$ cat src/rtl/trig_pkg.sv
// Shared triggerer definitions: command opcodes, argument lengths
// and the command decoder state encoding.
package trig_pkg;

  localparam logic [7:0] OP_SET_DELAY = 8'h01;
  localparam logic [7:0] OP_SET_WIDTH = 8'h02;
  localparam logic [7:0] OP_SET_COUNT = 8'h03;
  localparam logic [7:0] OP_ARM       = 8'h10;
  localparam logic [7:0] OP_DISARM    = 8'h11;

  typedef enum logic {
    IDLE,
    ARG
  } decState_t;

  function automatic logic isOpcode(input logic [7:0] op);
    logic hit;
    hit = 1'b0;
    case (op)
      OP_SET_DELAY,
      OP_SET_WIDTH,
      OP_SET_COUNT,
      OP_ARM,
      OP_DISARM: hit = 1'b1;
      default:   hit = 1'b0;
    endcase
    return hit;
  endfunction

  function automatic logic [2:0] argLen(input logic [7:0] op);
    logic [2:0] n;
    n = 3'd0;
    case (op)
      OP_SET_DELAY: n = 3'd4;
      OP_SET_WIDTH: n = 3'd4;
      OP_SET_COUNT: n = 3'd1;
      default:      n = 3'd0;
    endcase
    return n;
  endfunction

endpackage

$ cat src/rtl/timeout_counter.sv
// Inter-byte timeout: counts while en, clr restarts it, tc pulses
// on the cycle the count reaches TIMEOUT_CYCLES (clr suppresses tc).
module timeout_counter #(
  parameter int unsigned TIMEOUT_CYCLES = 23400
) (
  input  logic clk,
  input  logic rst_n,
  input  logic clr,
  input  logic en,
  output logic tc
);

  localparam int W = $clog2(TIMEOUT_CYCLES + 1);
  localparam logic [W-1:0] LAST = W'(TIMEOUT_CYCLES - 1);
  localparam logic [W-1:0] ONE = W'(1);

  logic [W-1:0] cnt;

  assign tc = en & ~clr & (cnt == LAST);

  always_ff @(posedge clk or negedge rst_n) begin
    if (!rst_n) begin
      cnt <= '0;
    end else if (clr || !en || tc) begin
      cnt <= '0;
    end else begin
      cnt <= cnt + ONE;
    end
  end

endmodule

$ cat src/rtl/uart_cmd_decoder.sv
// UART byte-stream command decoder: frames opcode + LE argument,
// drives trigger config registers and arm/disarm/error strobes.
module uart_cmd_decoder
  import trig_pkg::*;
#(
  parameter int unsigned TIMEOUT_CYCLES = 23400,
  parameter logic [7:0]  RESET_COUNT    = 8'd1
) (
  input  logic        clk,
  input  logic        rst_n,
  input  logic        byte_ready,
  input  logic [7:0]  rx_byte,
  output logic [31:0] delay_cycles,
  output logic [31:0] width_cycles,
  output logic [7:0]  pulse_count,
  output logic        cfg_update,
  output logic        arm,
  output logic        disarm,
  output logic        cmd_err,
  output logic        busy
);

  decState_t   state, stateNext;
  logic        byteReadyQ;
  logic        strobe;
  logic        tmoTc;
  logic [2:0]  remain, remainNext;
  logic [7:0]  opReg, opNext;
  logic [31:0] asmReg, asmNext, shifted;
  logic [31:0] delayNext, widthNext;
  logic [7:0]  countNext;
  logic        cfgNext, armNext, disarmNext;
  logic        errNext, busyNext;

  assign strobe  = byte_ready & ~byteReadyQ;
  assign shifted = {rx_byte, asmReg[31:8]};

  timeout_counter #(
    .TIMEOUT_CYCLES(TIMEOUT_CYCLES)
  ) uTmo (
    .clk  (clk),
    .rst_n(rst_n),
    .clr  (strobe),
    .en   (state == ARG),
    .tc   (tmoTc)
  );

  always_comb begin
    stateNext  = state;
    remainNext = remain;
    opNext     = opReg;
    asmNext    = asmReg;
    delayNext  = delay_cycles;
    widthNext  = width_cycles;
    countNext  = pulse_count;
    cfgNext    = 1'b0;
    armNext    = 1'b0;
    disarmNext = 1'b0;
    errNext    = 1'b0;
    unique case (1'b1)
      (state == IDLE && strobe): begin
        if (!isOpcode(rx_byte)) begin
          errNext = 1'b1;
        end else if (rx_byte == OP_ARM) begin
          armNext = 1'b1;
        end else if (rx_byte == OP_DISARM) begin
          disarmNext = 1'b1;
        end else begin
          stateNext  = ARG;
          remainNext = argLen(rx_byte);
          opNext     = rx_byte;
          asmNext    = '0;
        end
      end
      (state == ARG && strobe): begin
        asmNext    = shifted;
        remainNext = remain - 3'd1;
        if (remain == 3'd1) begin
          stateNext = IDLE;
          cfgNext   = 1'b1;
          asmNext   = '0;
          case (opReg)
            OP_SET_DELAY: delayNext = shifted;
            OP_SET_WIDTH: widthNext = shifted;
            default:      countNext = rx_byte;
          endcase
        end
      end
      tmoTc: begin
        stateNext  = IDLE;
        remainNext = 3'd0;
        asmNext    = '0;
        errNext    = 1'b1;
      end
      default: begin
      end
    endcase
    busyNext = (stateNext == ARG);
  end

  always_ff @(posedge clk or negedge rst_n) begin
    if (!rst_n) begin
      state        <= IDLE;
      byteReadyQ   <= 1'b0;
      remain       <= 3'd0;
      opReg        <= 8'd0;
      asmReg       <= '0;
      delay_cycles <= '0;
      width_cycles <= '0;
      pulse_count  <= RESET_COUNT;
      cfg_update   <= 1'b0;
      arm          <= 1'b0;
      disarm       <= 1'b0;
      cmd_err      <= 1'b0;
      busy         <= 1'b0;
    end else begin
      state        <= stateNext;
      byteReadyQ   <= byte_ready;
      remain       <= remainNext;
      opReg        <= opNext;
      asmReg       <= asmNext;
      delay_cycles <= delayNext;
      width_cycles <= widthNext;
      pulse_count  <= countNext;
      cfg_update   <= cfgNext;
      arm          <= armNext;
      disarm       <= disarmNext;
      cmd_err      <= errNext;
      busy         <= busyNext;
    end
  end

endmodule

$ cat config.mk
export PLATFORM = sky130hd
export DESIGN_NAME = uart_cmd_decoder
export DESIGN_NICKNAME = d
export VERILOG_FILES = /design/src/rtl/trig_pkg.sv /design/src/rtl/timeout_counter.sv /design/src/rtl/uart_cmd_decoder.sv
export SDC_FILE = /design/constraint.sdc
export NUM_CORES = 1
export LEC_CHECK = 0
export CORE_MARGIN = 1.5
export CORE_UTILIZATION = 53
export DETAILED_ROUTE_END_ITERATION = 7
export PLACE_DENSITY_LB_ADDON = 0.12
export SLEW_MARGIN = 0
export SYNTH_ARGS = -nofsm -noshare
export SYNTH_HDL_FRONTEND = slang
export SYNTH_SLANG_ARGS = --single-unit
$ cat constraint.sdc
create_clock -name clk -period 2.19 [get_ports clk]
set_input_delay 0.438 -clock clk [delete_from_list [all_inputs] [get_ports clk]]
set_output_delay 0.438 -clock clk [all_outputs]
set_load 0.005 [all_outputs]
==> reports/qor.yml <==
comb_cell_power_uw: 270
cts-htree-levels: 4
ios: 88
mappedNetlistArea_sq_um: 5124
pg_seq_uw: 2440
timing.final.setup_violations: 0
timing.critical_path.max_delay_family: "simple AND/OR/NAND/NOR gates"
cts_inserted_buffers: 17
placed_instance_area_sq_um: 6396
finalNonFillerCells: 625
ys_warn_count: 0
grt_use_total_pct: 23.35
row_count: 35
worst-setup-path-type: "register to register"
postCtsSetupRepairBufs: 0
synthDominantCellAreaShare_pct: 62.03
ys.flops: 128
die_width_microns: 101.3
worstPathRequired_ns: 2.58
first_iter_violations: 129
wl_met3_microns: 593
fin_hold_ws_ns: 0.3863
layout_top_cell_excl_fill_tap: "dfrtp_1"
yosysSeqAreaShare_pct: 62.54
n_sequential_cell: 128
finalWorstPathRequiredPeriod_ns: 2.102
netlist.top_cell.by_instances: "dfrtp_1"
non_clock_buffer_count: 122
drt.antenna.violating_nets: 0
clock_root_cell: "clkbuf_8"
outcome: "finished, final reports clean"
postSynth.asyncResetShare_pct: 100.0
grt.busiest_layer: "met2"
-- cells by family after synthesis --
logic type / count (synthesis) / share of synthesized area, %
AND/OR/NAND/NOR: 84 / 9.841
adder cells (fa/ha/maj): 3 / 0.7327
multiplexers: 72 / 15.82
AND-OR/OR-AND: 35 / 6.129
flip-flops: 128 / 62.54
buffers and inverters: 21 / 2.369
XOR/XNOR: 15 / 2.564
-- flip-flops by register name, summed over array words and instances (netlist names) --
| name | flops |
|---|---|
| width_cycles | 32 |
| asmReg | 24 |
| uTmo.cnt | 15 |
| arm | 1 |
| cfg_update | 1 |
| opReg | 8 |
| disarm | 1 |
| state | 1 |
| pulse_count | 8 |
| remain | 3 |
| delay_cycles | 32 |
| byteReadyQ | 1 |
| cmd_err | 1 |
clock_map.png
Scale bar: 20 microns.
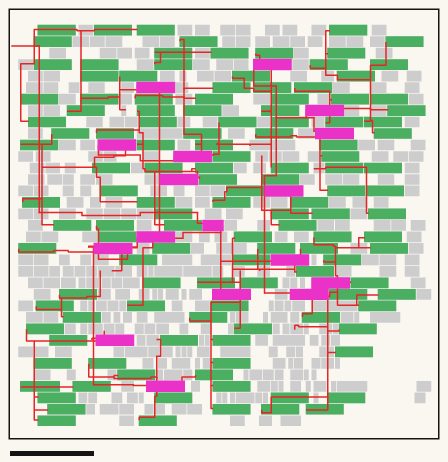
cells driving clock nets -> magenta  # count 17
clock wires -> red  # length 1400 microns
flip-flops -> green  # count 128
flops lie = widely spread
routed clock nets = 18
clock group share of total power: 50.9%
clock insertion delay at the later pin of the skew report: 0.51 ns
power drawn by the clock network: 2810 uW
clock skew: 0.006809 ns

pdn.png
Scale bar: 20 microns. Pins as bars on the die edge. Tap cells in grey.
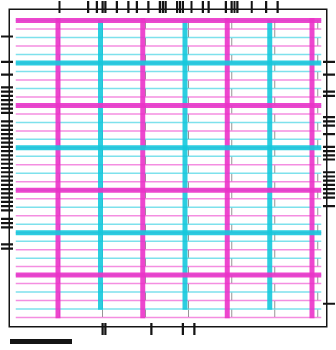
VSS -> magenta
VDD -> cyan
rows = 35
tap cells = 129
placeable core region: 9328 sq um
maximum ir drop on the vdd rail: 0.5424 mV

Power is estimated from default activity; no workload was simulated.
